$ cat config.mk
export PLATFORM = sky130hd
export DESIGN_NAME = imem_load_ctrl
export DESIGN_NICKNAME = d
export VERILOG_FILES = /design/src/rtl/imem_ctrl_pkg.sv /design/src/rtl/imem_ram.sv /design/src/rtl/imem_load_ctrl.sv
export SDC_FILE = /design/constraint.sdc
export NUM_CORES = 2
export LEC_CHECK = 0
export CAP_MARGIN = 20
export CORE_AREA = 2 2 397 399
export DETAILED_ROUTE_END_ITERATION = 8
export DIE_AREA = 0 0 399 401
export PLACE_DENSITY = 0.74
export SYNTH_ARGS = -nofsm -noshare
export SYNTH_HDL_FRONTEND = slang
export SYNTH_SLANG_ARGS = --single-unit
$ cat constraint.sdc
create_clock -name clk -period 5.4 [get_ports clk]
set_input_delay 1.08 -clock clk [delete_from_list [all_inputs] [get_ports clk]]
set_output_delay 1.08 -clock clk [all_outputs]
set_load 0.02 [all_outputs]
$ cat src/rtl/imem_ctrl_pkg.sv
// Shared types and constants for the instruction-memory load controller.
package imem_ctrl_pkg;

   typedef enum logic [2:0] {
      ST_IDLE    = 3'd0,
      ST_LOAD    = 3'd1,
      ST_RELEASE = 3'd2,
      ST_RUN     = 3'd3,
      ST_ERR     = 3'd4
   } imem_ld_state_t;

   localparam logic [31:0] RV_NOP = 32'h0000_0013;

endpackage : imem_ctrl_pkg

$ cat src/rtl/imem_ram.sv
// DEPTH x 32 instruction RAM: one synchronous write port, one asynchronous read port.
module imem_ram #(
   parameter int unsigned DEPTH = 64,
   parameter int unsigned AW    = $clog2(DEPTH)
) (
   input  logic          clk,
   input  logic          we_i,
   input  logic [AW-1:0] waddr_i,
   input  logic [31:0]   wdata_i,
   input  logic [AW-1:0] raddr_i,
   output logic [31:0]   rdata_o
);

   logic [31:0] mem_q [DEPTH];

   // Storage only; contents are undefined until a load writes them.
   always_ff @(posedge clk) begin
      if (we_i) begin
         mem_q[waddr_i] <= wdata_i;
      end
   end

   assign rdata_o = mem_q[raddr_i];

endmodule : imem_ram

$ cat src/rtl/imem_load_ctrl.sv
// Streams a program image into instruction RAM while holding the core in reset, then serves fetches.
// Optional XOR checksum on the last beat is enabled by defining IMEM_LOAD_CSUM_EN.
module imem_load_ctrl
   import imem_ctrl_pkg::*;
#(
   parameter int unsigned DEPTH = 64,
   parameter int unsigned AW    = $clog2(DEPTH)
) (
   input  logic          clk,
   input  logic          rst_n,
   input  logic          ld_start,
   input  logic          ld_valid,
   output logic          ld_ready,
   input  logic [31:0]   ld_data,
   input  logic          ld_last,
`ifdef IMEM_LOAD_CSUM_EN
   input  logic [31:0]   ld_csum,
`endif
   input  logic [31:0]   cpu_pc,
   output logic [31:0]   cpu_instr,
   output logic          cpu_rst_n,
   output logic          busy,
   output logic          done,
   output logic          err,
   output logic          pc_fault,
   output logic [AW:0]   words_loaded
);

   imem_ld_state_t state_q, state_d;
   logic [AW:0]    addr_q, addr_d;
   logic           pc_fault_q, pc_fault_d;

   logic           start_acc;
   logic [AW:0]    beat_addr;
   logic           csum_ok;
   logic           pc_oob;
   logic           ram_we;
   logic [AW-1:0]  ram_waddr;
   logic [31:0]    ram_rdata;
   logic           unused_pc;

   // A start pulse is honoured everywhere except the single RELEASE cycle.
   assign start_acc = ld_start && (state_q != ST_RELEASE);
   assign beat_addr = start_acc ? '0 : addr_q;
   assign pc_oob    = (cpu_pc >> (AW + 2)) != 32'd0;
   assign unused_pc = ^cpu_pc[1:0];

`ifdef IMEM_LOAD_CSUM_EN
   logic [31:0] csum_q, csum_base;

   assign csum_base = start_acc ? 32'd0 : csum_q;
   assign csum_ok   = (csum_base ^ ld_data) == ld_csum;

   always_ff @(posedge clk or negedge rst_n) begin
      if (!rst_n) begin
         csum_q <= 32'd0;
      end else begin
         csum_q <= ram_we ? (csum_base ^ ld_data) : csum_base;
      end
   end
`else
   assign csum_ok = 1'b1;
`endif

   always_ff @(posedge clk or negedge rst_n) begin
      if (!rst_n) begin
         state_q    <= ST_IDLE;
         addr_q     <= '0;
         pc_fault_q <= 1'b0;
      end else begin
         state_q    <= state_d;
         addr_q     <= addr_d;
         pc_fault_q <= pc_fault_d;
      end
   end

   always_comb begin
      state_d    = state_q;
      addr_d     = addr_q;
      pc_fault_d = pc_fault_q;
      ram_we     = 1'b0;
      ram_waddr  = beat_addr[AW-1:0];

      if (start_acc) begin
         state_d    = ST_LOAD;
         addr_d     = '0;
         pc_fault_d = 1'b0;
      end

      unique case (state_q)
         ST_IDLE: ;
         ST_LOAD: begin
            if (ld_valid) begin
               ram_we = 1'b1;
               addr_d = beat_addr + (AW+1)'(1);
               if (ld_last) begin
                  state_d = csum_ok ? ST_RELEASE : ST_ERR;
               end else if (beat_addr == (AW+1)'(DEPTH - 1)) begin
                  state_d = ST_ERR;
               end
            end
         end
         ST_RELEASE: state_d = ST_RUN;
         ST_RUN: begin
            if (!start_acc && pc_oob) begin
               pc_fault_d = 1'b1;
            end
         end
         ST_ERR: ;
         default: state_d = ST_IDLE;
      endcase
   end

   always_comb begin
      ld_ready  = 1'b0;
      busy      = 1'b0;
      done      = 1'b0;
      err       = 1'b0;
      cpu_rst_n = 1'b0;
      cpu_instr = RV_NOP;
      unique case (state_q)
         ST_LOAD: begin
            ld_ready = 1'b1;
            busy     = 1'b1;
         end
         ST_RUN: begin
            cpu_rst_n = 1'b1;
            done      = 1'b1;
            if (!pc_oob) begin
               cpu_instr = ram_rdata;
            end
         end
         ST_ERR:  err = 1'b1;
         default: ;
      endcase
   end

   assign pc_fault     = pc_fault_q;
   assign words_loaded = addr_q;

   imem_ram #(
      .DEPTH (DEPTH),
      .AW    (AW)
   ) u_ram (
      .clk     (clk),
      .we_i    (ram_we),
      .waddr_i (ram_waddr),
      .wdata_i (ld_data),
      .raddr_i (cpu_pc[AW+1:2]),
      .rdata_o (ram_rdata)
   );

endmodule : imem_load_ctrl

==> results.tsv <==
stage	metric	value	unit
pwr	Net Sw Power	6918	µW
setup_path	Register-to-Register Setup Slack	1.96	ns
setup_path	Critical Path Start	cpu_pc[9]	
setup_path	Crit path largest cell delay	0.61	ns
pwr	logic gate share of total power	0.056	
pwr	Pwr top	sequential cells	
synthesis	Post-Synthesis Cells	3455	
cells_and_area	largest cell class by area	flip-flops and latches	
place	port bufs	111	
synthesis	cell area after synthesis	0.07884	mm²
setup_path	CP max-delay cell	clkdlybuf4s50_1	
cells_and_area	Biggest register	u_ram.mem_q	
detailed_routing	DRT Pass-1 Iters	6	
synthesis	Top logic family	multiplexers	
setup_path	CP endpoint	cpu_instr[14]	
setup_path	Worst Setup End Kind	output pin	
worst_hold_path	Hold Crit Class	in2reg	
clock_network	post-CTS sizing	0	
pwr	Internal Pwr Total	25400	µW
synthesis	ranking of synthesized cells by area	edfxtp_1 78%, mux4_2 15%, mux2i_1 1.1%	
synthesis	post-synthesis compound-gate area fraction	0.02422	
cells_and_area	Inverters, non-clock	9	
job	maxcap violations	0	
clock_network	clk latency late pin	0.82	ns
synthesis	most used flip-flop cell	edfxtp_1	
pwr	sw frac	0.2141	
global_routing	met1 Use GR	0.3496	
detailed_routing	Remaining DRCs	0	
setup_path	largest fanout on the critical path	11	
cells_and_area	Reg area	0.06177	mm²
cells_and_area	Largest register FFs	2048	
cells_and_area	clkbuf count	231	
synthesis	most common cell in the synthesized netlist	edfxtp_1	
cells_and_area	fraction of area in non-clock buffers	0.03738	
setup_path	CP required	4.32	ns
cells_and_area	fin nets	3853	
clock_network	clock-pin slew on the worst setup and hold paths	0.06	ns
floorplan	CORE AREA	0.1557	mm²
detailed_routing	Initial DRC Count	5618	
cells_and_area	Final clock-cell share	0.06463	
cells_and_area	top logic cell by instance count in the layout	edfxtp_1	
setup_path	Reg-to-Reg Start	state_q[1]	
global_routing	first-pass GRT wire length	275900	µm
synthesis	Adders+Majority by Area	0.0001587	
sta	Setup TNS	0	ns
cells_and_area	Final Instance Area	0.09010	mm²
cells_and_area	final non-filler cell total	5997	
worst_hold_path	hold path startpoint	ld_data[5]	
clock_network	CTS buffer count	189	
pwr	Clock power frac	0.394	
synthesis	Synth Area in XOR/XNOR	0.0006666	
setup_path	Buf/Inv on CP	4	
pwr	P_clk	12700	µW
clock_network	Hold-fix buffers, CTS	0	
clock_network	TritonCTS clock tree	yes	
global_routing	met2 Use GR	0.3746	
status	status	completed	
synthesis	ys async rst share	0.005342	
synthesis	chip area in the Yosys report	0.07884	mm²
worst_hold_path	WHS Endpoint	u_ram.mem_q[28][5]	
sta	setup ws final	0.1926	ns
global_routing	busiest grt layer	met2	
floorplan	# IOs	114	
sta	Max Clk Rate	192.0	MHz
sta	final setup fails	0	
cells_and_area	flop share of the area	0.6856	
synthesis	Mux area share	0.1623	
cells_and_area	Final Util	0.5788	
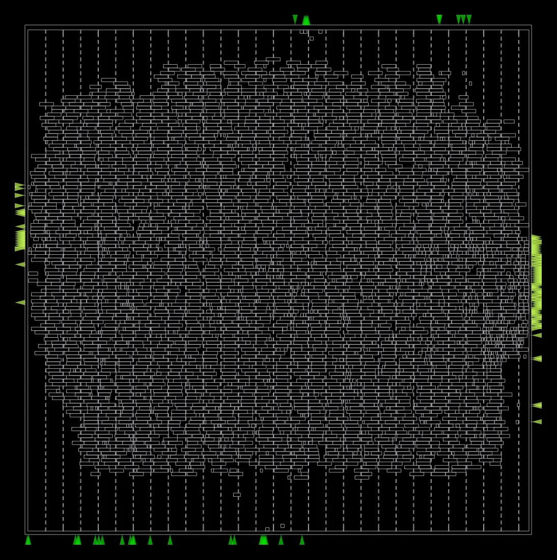
(placement view)
tap cells: 2058
fillers: 10777
seq_cells: 2059

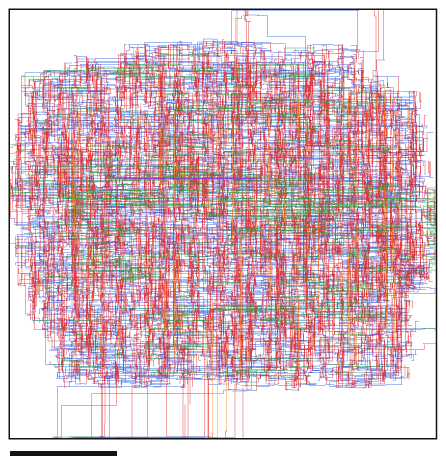
(signal wires by layer)
Bar = 100 µm.
legend:
  purple:
    layer: met5
    wire_length: 124 µm
  red:
    layer: met2
    wire_length: 93.3 mm
  orange:
    layer: met4
    wire_length: 5830 µm
  green:
    layer: met3
    wire_length: 20.3 mm
  blue:
    layer: met1
    wire_length: 74.7 mm
DR vias: 38949
All-Layer GR Usage: 0.2421
WL final: 194200 µm
per-cell routed wire length: 32.38 µm

Power and IR drop assume default switching activity.
